--- config.mk ---
export PLATFORM = sky130hd
export DESIGN_NAME = mult_arbiter
export DESIGN_NICKNAME = d
export VERILOG_FILES = /design/src/rtl/mult_arbiter.sv
export SDC_FILE = /design/constraint.sdc
export NUM_CORES = 1
export LEC_CHECK = 0
export ABC_AREA = 1
export CAP_MARGIN = 20
export CORE_MARGIN = 10
export CORE_UTILIZATION = 34
export DETAILED_ROUTE_END_ITERATION = 7
export PLACE_DENSITY = 0.7
export SLEW_MARGIN = 10
export SYNTH_ARGS = -nofsm -noshare
export SYNTH_HDL_FRONTEND = slang
export SYNTH_SLANG_ARGS = --single-unit
--- constraint.sdc ---
create_clock -name clk -period 2.3 [get_ports clk]
set_clock_uncertainty 0.2 [all_clocks]
set_input_delay 0.345 -clock clk [delete_from_list [all_inputs] [get_ports clk]]
set_output_delay 0.345 -clock clk [all_outputs]
set_load 0.02 [all_outputs]
--- src/rtl/mult_arbiter.sv ---
// mult_arbiter
// Two-port arbiter and sequencer for a shared sequential 8x8 multiplier.
// Each requester offers an operand pair over a valid/ready handshake. The
// granted request is driven to the multiplier with a one-cycle start pulse.
// The block then waits for the multiplier's done flag and returns the
// 16-bit product tagged with the requester ID. A watchdog aborts the
// operation, pulses the multiplier reset and returns an error response if
// done never arrives.
//
// Configuration macro:
//   MULT_ARB_RR_EN  defined   -> round-robin grant between the two ports
//                   undefined -> fixed priority, port 0 always wins
//
// Parameters:
//   TIMEOUT_CYCLES  WAIT cycles without a qualified done before abort (2..255)
//
// Ports:
//   clk, aclr_n                   clock, asynchronous active-low reset
//   req0_* / req1_*               request ports (valid, ready, a, b)
//   rsp_valid/ready/id/product/err  response channel
//   mult_dataa/datab/start/reset_a  drive to the multiplier
//   mult_done, mult_product       status from the multiplier
//   busy                          high whenever the FSM is not in IDLE
module mult_arbiter #(
  parameter int TIMEOUT_CYCLES = 15
) (
  input  logic        clk,
  input  logic        aclr_n,
  input  logic        req0_valid,
  output logic        req0_ready,
  input  logic [7:0]  req0_a,
  input  logic [7:0]  req0_b,
  input  logic        req1_valid,
  output logic        req1_ready,
  input  logic [7:0]  req1_a,
  input  logic [7:0]  req1_b,
  output logic        rsp_valid,
  input  logic        rsp_ready,
  output logic        rsp_id,
  output logic [15:0] rsp_product,
  output logic        rsp_err,
  output logic [7:0]  mult_dataa,
  output logic [7:0]  mult_datab,
  output logic        mult_start,
  output logic        mult_reset_a,
  input  logic        mult_done,
  input  logic [15:0] mult_product,
  output logic        busy
);

  typedef enum logic [1:0] {S_IDLE, S_START, S_WAIT, S_RESP} state_t;

  state_t      state_q, state_d;
  logic [7:0]  a_q, b_q;
  logic        rsp_id_q;
  logic [15:0] rsp_product_q;
  logic        rsp_err_q;
  logic [7:0]  timer_q;
  logic        done_armed_q;   // done has been seen low at least once in WAIT
  logic        tmo_pulse_q;    // one-cycle multiplier reset after an abort
  logic        grant;          // port selected in IDLE (0 or 1)
  logic        accept;
  logic        done_qual;
  logic        timeout_hit;

  // --------------------------------------------------------------------------
  // Arbitration
  // --------------------------------------------------------------------------
`ifdef MULT_ARB_RR_EN
  logic last_grant_q;

  always_comb begin
    // NOTE: every always_comb output gets a default first, so no path can
    // leave it unassigned and infer a latch.
    grant = ~req0_valid;
    if (req0_valid && req1_valid) grant = ~last_grant_q;
  end

  // Reset to 1 so that port 0 wins the first contested arbitration.
  always_ff @(posedge clk or negedge aclr_n) begin
    if (!aclr_n) begin
      last_grant_q <= 1'b1;
    end else if (state_q == S_RESP && rsp_ready) begin
      last_grant_q <= rsp_id_q;
    end
  end
`else
  // Fixed priority: port 1 is chosen only when port 0 is idle.
  always_comb begin
    grant = ~req0_valid;
  end
`endif

  assign accept      = (state_q == S_IDLE) && (req0_valid || req1_valid);
  // A done left high by the previous operation is ignored until the flag
  // has been observed low inside the current WAIT phase.
  assign done_qual   = done_armed_q && mult_done;
  assign timeout_hit = (timer_q == 8'(TIMEOUT_CYCLES));

  // --------------------------------------------------------------------------
  // FSM: state register
  // --------------------------------------------------------------------------
  always_ff @(posedge clk or negedge aclr_n) begin
    // NOTE: sequential state is assigned with <= so every register samples
    // the pre-edge values, independent of statement order.
    if (!aclr_n) state_q <= S_IDLE;
    else         state_q <= state_d;
  end

  // --------------------------------------------------------------------------
  // FSM: next state
  // --------------------------------------------------------------------------
  always_comb begin
    state_d = state_q;
    unique case (state_q)
      S_IDLE:  if (accept) state_d = S_START;
      S_START: state_d = S_WAIT;
      S_WAIT:  if (done_qual || timeout_hit) state_d = S_RESP;
      S_RESP:  if (rsp_ready) state_d = S_IDLE;
      default: state_d = S_IDLE;
    endcase
  end

  // --------------------------------------------------------------------------
  // FSM: outputs
  // --------------------------------------------------------------------------
  always_comb begin
    req0_ready = 1'b0;
    req1_ready = 1'b0;
    if (state_q == S_IDLE) begin
      req0_ready = req0_valid && !grant;
      req1_ready = req1_valid &&  grant;
    end
    mult_start = (state_q == S_START);
    rsp_valid  = (state_q == S_RESP);
    busy       = (state_q != S_IDLE);
  end

  // --------------------------------------------------------------------------
  // Datapath: operands, response, watchdog
  // --------------------------------------------------------------------------
  always_ff @(posedge clk or negedge aclr_n) begin
    if (!aclr_n) begin
      a_q           <= '0;
      b_q           <= '0;
      rsp_id_q      <= 1'b0;
      rsp_product_q <= '0;
      rsp_err_q     <= 1'b0;
      timer_q       <= '0;
      done_armed_q  <= 1'b0;
      tmo_pulse_q   <= 1'b0;
    end else begin
      tmo_pulse_q <= 1'b0;
      unique case (state_q)
        S_IDLE: begin
          if (accept) begin
            a_q      <= grant ? req1_a : req0_a;
            b_q      <= grant ? req1_b : req0_b;
            rsp_id_q <= grant;
          end
        end
        S_START: begin
          // The timer counts WAIT cycles inclusively: it reads 1 in the
          // first WAIT cycle and equals TIMEOUT_CYCLES in the last one.
          timer_q      <= 8'd1;
          done_armed_q <= 1'b0;
        end
        S_WAIT: begin
          if (!mult_done)      done_armed_q <= 1'b1;
          if (timer_q != '1)   timer_q      <= timer_q + 8'd1;
          if (done_qual) begin
            rsp_product_q <= mult_product;
            rsp_err_q     <= 1'b0;
          end else if (timeout_hit) begin
            rsp_product_q <= '0;
            rsp_err_q     <= 1'b1;
            tmo_pulse_q   <= 1'b1;
          end
        end
        default: ;
      endcase
    end
  end

  assign mult_dataa   = a_q;
  assign mult_datab   = b_q;
  assign rsp_id       = rsp_id_q;
  assign rsp_product  = rsp_product_q;
  assign rsp_err      = rsp_err_q;
  // The multiplier stays in reset for as long as this block is in reset.
  assign mult_reset_a = ~aclr_n | tmo_pulse_q;

endmodule
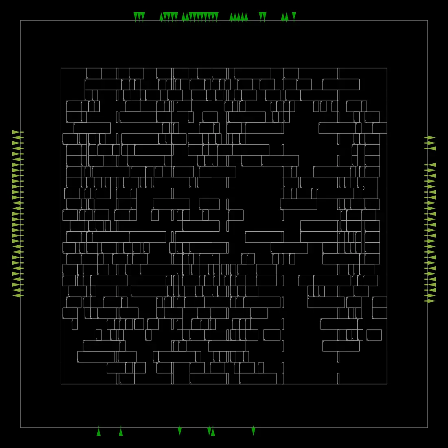
Run 1: placed standard cells
# Taps: 77
non-filler instance count after layout: 457
Core Box Area: 0.00642 mm^2
fraction of standard cell area that is sequential: 34.2%
floorplan row count: 29

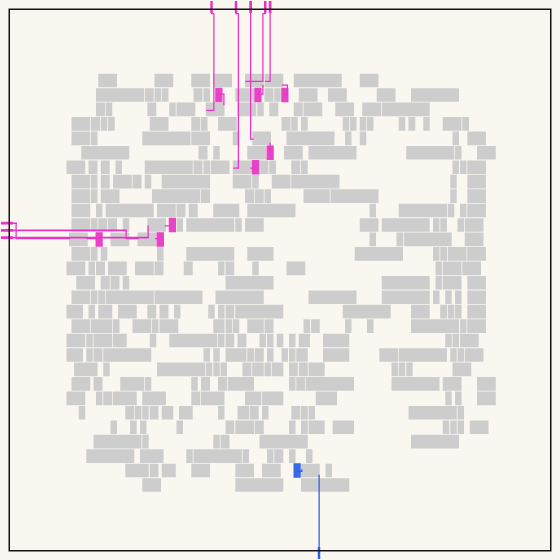
Run 1: I/O nets highlighted
[blue] mult_reset_a | bits: 1 | direction: output | end cells: 1 | wire: 15.0 um
[magenta] req0_a | bits: 8 | direction: input | end cells: 8 | wire: 190 um

==> ci_impl_report.md, run 1 <==
## Synthesis and layout report

| Metric | Value |
|---|---|
| Slew Limit Headroom | 61.5% |
| Die area | 0.0103 mm^2 |
| Largest driver fanout on the critical path | 2 |
| Number of levels the H-tree was split into | 2 |
| R2r startpoint | state_q[0]$_DFFE_PN0P_ |
| Run status | completed |
| Critical path cell sequence | dlygate4sd3_1 -> buf_2 -> nand2_1 -> clkdlybuf4s50_1 |
| Max-capacitance violation count | 0 |
| Internal Pwr Total | 2.28 mW |
| Hold bufs inserted after CTS | 1 |
| Worst-margin pin slew | 0.577 ns |
| Hold Worst Slack | 0.275 ns |
| Fin. max-slew vios | 0 |
| Reg-to-reg slack, setup | 0.52 ns |
| Final setup vio count | 0 |
| Combinational share of power | 52.1% |
| Overall track demand over capacity in global routing | 11.8% |
| Average vias per placed instance | 4.52 |
| Critical-path cell with the highest stage delay | clkdlybuf4s50_1 |
| Net Switching | 1.61 mW |
| Aggregate routed wire length | 6040 um |
| Clock tree from TritonCTS | yes |
| Launch point of the worst hold path | rsp_product[6]$_DFFE_PN0P_ |
| Number of antenna violations at the first check in global routing | 0 |
| Minimum setup slack in the final design | 0.101 ns |
| Clock tree sinks | 46 |
| Leading post-synthesis cells by instance count | nand2_1 (108), dfrtp_1 (46), o21ai_0 (40) |
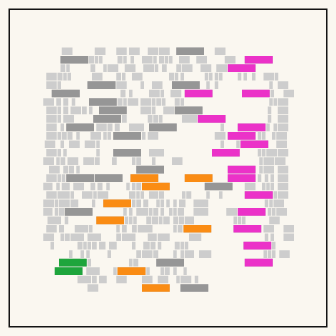
Run 1: register map, names as in the netlist
[orange] timer_q | flops: 8
[green] state_q | flops: 2
[magenta] rsp_product | flops: 16
not colored: 20
area taken by flip-flops and latches: 0.00115 mm^2
end-of-flow core utilization: 52.4%
Seq power: 1.36 mW

==> run 1: state kept, by name (all words and copies together) (netlist names) <==
register / flops
rsp_product: 16
mult_dataa: 8
mult_datab: 8
timer_q: 8
state_q: 2
done_armed_q: 1
rsp_err: 1
rsp_id: 1
tmo_pulse_q: 1
==> run 1: area by class of cell <==
type	instances	area (um^2)
fill	633	3060
sequential	46	1150
timing repair buffer	98	966
multi-input combinational	196	940
inverter	32	120
tap	77	96.3
clock buffer	7	86.3
clock inverter	1	5.00
==> run 1: layer usage <==
layer | up-vias | wire length [um] | GRT usage [%]
met3 | 6 | 662 | 6.06
met4 | 0 | 105 | 4.95
met5 | - | 0 | 0
li1 | 1075 | - | -
met2 | 70 | 2670 | 18.5
met1 | 915 | 2600 | 13.2
==> run 1: cells by family (layout without fill, tap and decap cells) <==
| kind of cell | after synthesis | count (layout) | share of synthesized area [%] |
|---|---|---|---|
| AND-OR/OR-AND | 47 | 47 | 10.9 |
| XOR/XNOR | 1 | 1 | 0.386 |
| adder cells (fa/ha/maj) | 6 | 6 | 3.31 |
| buffers and inverters | 42 | 138 | 7.83 |
| flip-flops | 46 | 46 | 50.7 |
| AND/OR/NAND/NOR | 142 | 142 | 26.8 |
==> run 1: placed cells by master, fill, tap and decap left out <==
master,n
nand4_1,2
nand2_4,2
clkinv_2,1
buf_2,1
dfrtp_1,46
nand2_1,108
o21ai_0,40
nand3_1,12
nand3_2,1
clkbuf_8,6
a31oi_1,1
dlygate4sd3_1,1
a21oi_1,3
nor2_4,3
dlygate4sd2_1,2
nand2_2,3
nor3_1,1
ha_1,6
clkbuf_1,1
or2_2,1
nor2_1,9
inv_1,32
xor2_1,1
buf_4,4
clkdlybuf4s50_1,89
dlymetal6s2s_1,1
o21ai_2,3
--- run 2 (diff from run 1) ---
--- a/config.mk
+++ b/config.mk
@@ -6,7 +6,6 @@
 export NUM_CORES = 1
 export LEC_CHECK = 0
 export ABC_AREA = 1
-export CAP_MARGIN = 20
 export CORE_MARGIN = 10
 export CORE_UTILIZATION = 34
 export DETAILED_ROUTE_END_ITERATION = 7
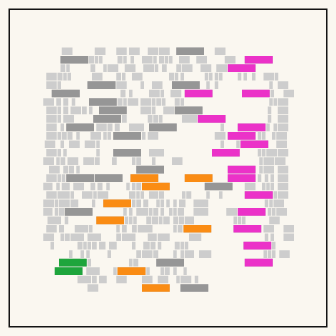
Run 2: register map, names as in the netlist
[green] state_q | flops: 2
[magenta] rsp_product | flops: 16
[orange] timer_q | flops: 8
not colored: 20

==> ci_impl_report.md, run 2 <==
## Synthesis and layout report

| Metric | Value |
|---|---|
| Run status | completed |
| Number of levels the H-tree was split into | 2 |
| Layout filler cell count | 633 |
| Post-synthesis area per instance | 7.99 um^2 |
| Non-filler instance count after layout | 457 |
| Adder-cell share of the synthesized area | 3.31% |
| Aggregate routed wire length | 6040 um |
| DRC marker count from the first detailed-route iteration | 71 |
| Num CTS Buffers | 5 |
| Largest driver fanout on the critical path | 2 |
| Area fraction in and, or, nand and nor cells | 26.8% |
| Average vias per placed instance | 4.52 |
| Area taken by flip-flops and latches | 0.00115 mm^2 |
| Overall track demand over capacity in global routing | 11.8% |
| Floorplan row count | 29 |
| Flip-flop count of the largest register after layout | 16 |
| Chip Width | 102 um |
| Slew Limit Headroom | 61.5% |
| Commonest cells after routing, fill and taps aside | nand2_1 (108), clkdlybuf4s50_1 (89), dfrtp_1 (46) |
| Clock tree from TritonCTS | yes |
| Minimum setup slack in the final design | 0.101 ns |
| Post-synthesis compound-gate area fraction | 10.9% |
| Vias in the first global route | 2046 |
| Combinational family with the most area after synthesis | simple AND/OR/NAND/NOR gates |
| Area fraction in xor and xnor cells | 0.386% |
| Synthesized netlist net count | 344 |
| Final setup vio count | 0 |
| Clock tree sinks | 46 |
| Most used logic cell in the final layout | nand2_1 |
| Critical-path cell with the highest stage delay | clkdlybuf4s50_1 |
| Die area | 0.0103 mm^2 |
| Max-capacitance violation count | 0 |
| Hold Worst Slack | 0.275 ns |
| Count of buffering cells on the critical path with inverters included | 3 |
| End-of-flow core utilization | 52.4% |
| Multi-input gate area | 940 um^2 |
| Worst-margin pin slew | 0.577 ns |
| DR WL/cell | 13.2 um |
| Library cell occupying the most area in the post-synthesis netlist | dfrtp_1 |
| Core Box Area | 0.00642 mm^2 |
| Clock-pin slew of the registers on the worst-case setup and hold paths | 0.08 ns |
| Multiplexer area fraction after synthesis | 0% |
| Leading post-synthesis cells by instance count | nand2_1 (108), dfrtp_1 (46), o21ai_0 (40) |
| Critical path cell sequence | dlygate4sd3_1 -> buf_2 -> nand2_1 -> clkdlybuf4s50_1 |
run 2: worst min-delay path, cell delays in order (launching register included):
cell and delay [ns]:
dfrtp_1 0.34, nand2_1 0.05, nand2_1 0.05
run 2: what timing repair did:
item,CTS,global route
setup endpoints to repair,2,1
gates resized,2,1
hold buffers,1,0
gates cloned,0,0
setup buffers,0,0
endpoints found under the hold margin,36,0
run 2: layout make-up:
class                           instances  share of cell area (%)
Sequential cell                        46                    34.2
Timing Repair Buffer                   98                    28.7
Multi-Input combinational cell        196                    27.9
Inverter                               32                    3.57
Tap cell                               77                    2.86
Clock buffer                            7                    2.57
Clock inverter                          1                   0.149
run 2: worst paths after layout:
path / from / to / slack, ns / depth (start not counted)
max: aclr_n / mult_reset_a / 0.10 / 4
min: rsp_product[6]$_DFFE_PN0P_ / rsp_product[6]$_DFFE_PN0P_ / 0.27 / 2
max reg2reg: state_q[0]$_DFFE_PN0P_ / mult_dataa[5]$_DFFE_PN0P_ / 0.52 / 7
min reg2reg: rsp_product[6]$_DFFE_PN0P_ / rsp_product[6]$_DFFE_PN0P_ / 0.27 / 2
max in group asynchronous: aclr_n / mult_dataa[3]$_DFFE_PN0P_ / 1.01 / 3
min in group asynchronous: aclr_n / state_q[1]$_DFFE_PN0P_ / 0.49 / 3
run 2: report_power, final:
part | switching [mW] | internal [mW] | leakage, nW
clock network | 0.265 | 0.243 | 0.0482
logic | 1.14 | 0.890 | 1.02
registers | 0.208 | 1.15 | 0.580
total | 1.61 | 2.28 | 1.65
run 2: metal layers:
metal	routed length [um]	track usage, %	vias to the layer above
met3	662	6.06	6
li1	-	-	1075
met5	0	0	-
met1	2600	13.2	915
met4	105	4.95	0
met2	2670	18.5	70
Run 2, met3 routing:
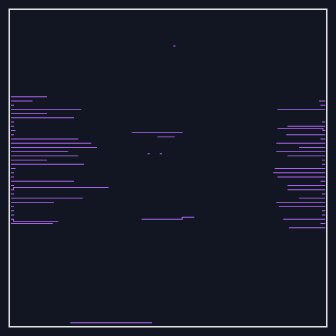

--- run 3 (diff from run 2) ---
--- a/config.mk
+++ b/config.mk
@@ -6,10 +6,14 @@
 export NUM_CORES = 1
 export LEC_CHECK = 0
 export ABC_AREA = 1
+export CELL_PAD_IN_SITES_DETAIL_PLACEMENT = 0
+export CELL_PAD_IN_SITES_GLOBAL_PLACEMENT = 1
+export CORE_ASPECT_RATIO = 1.75
 export CORE_MARGIN = 10
-export CORE_UTILIZATION = 34
+export CORE_UTILIZATION = 30
+export CTS_CLUSTER_DIAMETER = 50
 export DETAILED_ROUTE_END_ITERATION = 7
-export PLACE_DENSITY = 0.7
+export PLACE_DENSITY = 0.84
 export SLEW_MARGIN = 10
 export SYNTH_ARGS = -nofsm -noshare
 export SYNTH_HDL_FRONTEND = slang
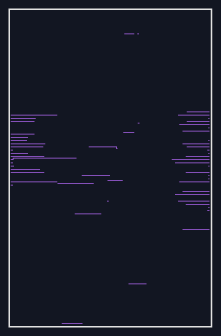
Run 3: met3 routing
longest straight run: 26.9 um
share of all routed wire: 7.4%
main direction: horizontal

==> ci_impl_report.md, run 3 <==
## Synthesis and layout report

| Metric | Value |
|---|---|
| Core Box Area | 0.00728 mm^2 |
| Non-filler instance count after layout | 464 |
| R2R Path End | mult_dataa[5]$_DFFE_PN0P_ |
| Die area | 0.0116 mm^2 |
| Count of plain and timing-repair buffers in the layout | 97 |
| Aggregate routed wire length | 6450 um |
| Largest cell class by area | sequential cells |
| Layout filler cell count | 733 |
| Metal1 wirelength | 2430 um |
| Count of buffering cells on the critical path with inverters included | 2 |
| Commonest cells after routing, fill and taps aside | nand2_1 (108), clkdlybuf4s50_1 (89), dfrtp_1 (46) |
| Most used logic cell in the final layout | nand2_1 |
| Met3 track demand over resource in global routing | 3.73% |
| FF-to-FF path depth | 7 |
| Area taken by flip-flops and latches | 0.00115 mm^2 |
| Largest driver fanout on the critical path | 4 |
| Multi-input gate share of total cell area | 27.3% |
| Floorplan row count | 41 |
| Overall track demand over capacity in global routing | 11.2% |
| Fraction of standard cell area that is sequential | 33.4% |
| Chip Width | 85.7 um |
| Detail Route met3 WL | 474 um |
| Global route hottest layer | met2 |
| Critical path cell sequence | inv_1 -> ha_1 -> clkdlybuf4s50_1 |
| Synthesized netlist net count | 344 |
| Run status | completed |
| Clock tree sinks | 46 |
| Hold Worst Slack | 0.0179 ns |
| Vias in the first global route | 2166 |
| Termination of the worst setup path | mult_start |
| Multi-input gates | 196 |
| Leading post-synthesis cells by instance count | nand2_1 (108), dfrtp_1 (46), o21ai_0 (40) |
| Worst-margin pin slew | 0.599 ns |
| Fin. max-slew vios | 0 |
| Met2 usage in global routing | 19.6% |
| Post-synthesis area per instance | 7.99 um^2 |
| End-of-flow core utilization | 47.3% |
| R2r startpoint | state_q[0]$_DFFE_PN0P_ |
==> run 3: netlist changes by cell type in the layout (fill, tap and decap cells not counted) <==
cell,before,now
clkinv_2,1,0
clkbuf_16,0,5
clkbuf_1,1,0
bufinv_16,0,1
clkbuf_8,6,1
dlygate4sd3_1,1,0
==> run 3: report_power, final <==
| group | switching (mW) | total, mW | internal, mW |
|---|---|---|---|
| combinational | 1.13 | 2.02 | 0.889 |
| sequential | 0.204 | 1.35 | 1.15 |
| clock | 0.281 | 0.817 | 0.536 |
| total | 1.62 | 4.19 | 2.57 |
==> run 3: repair_timing <==
| item | CTS | global route |
|---|---|---|
| gates resized | 2 | 1 |
| hold buffers | 0 | 0 |
| setup endpoints to repair | 2 | 1 |
| setup buffers | 0 | 0 |
==> run 3: worst register-to-register path, stage by stage, from the launching register on <==
cell and delay (ns):
dfrtp_1 0.39, inv_1 0.09, ha_1 0.23, nand2_1 0.09, inv_1 0.07, nor2_4 0.09, buf_4 0.28, o21ai_0 0.13
==> run 3: worst min path at each step <==
stage	slack, ns	startpoint	endpoint
2_1_floorplan	-0.15	aclr_n	done_armed_q$_DFFE_PN0P_
3_3_place_gp	0.25	rsp_product[7]$_DFFE_PN0P_	rsp_product[7]$_DFFE_PN0P_
3_5_place_dp	0.26	rsp_product[7]$_DFFE_PN0P_	rsp_product[7]$_DFFE_PN0P_
4_1_cts	0.06	aclr_n	timer_q[0]$_DFFE_PN0P_
5_1_grt	0.07	aclr_n	timer_q[7]$_DFFE_PN0P_
6_report	0.02	aclr_n	rsp_product[2]$_DFFE_PN0P_
==> run 3: logic make-up after synthesis <==
group           synth area share [%]
simple gates                    26.8
flops                           50.7
buf+inv                         7.83
compound gates                  10.9
xor+xnor                       0.386
fa+ha+maj                       3.31
Power is estimated from default activity; no workload was simulated.
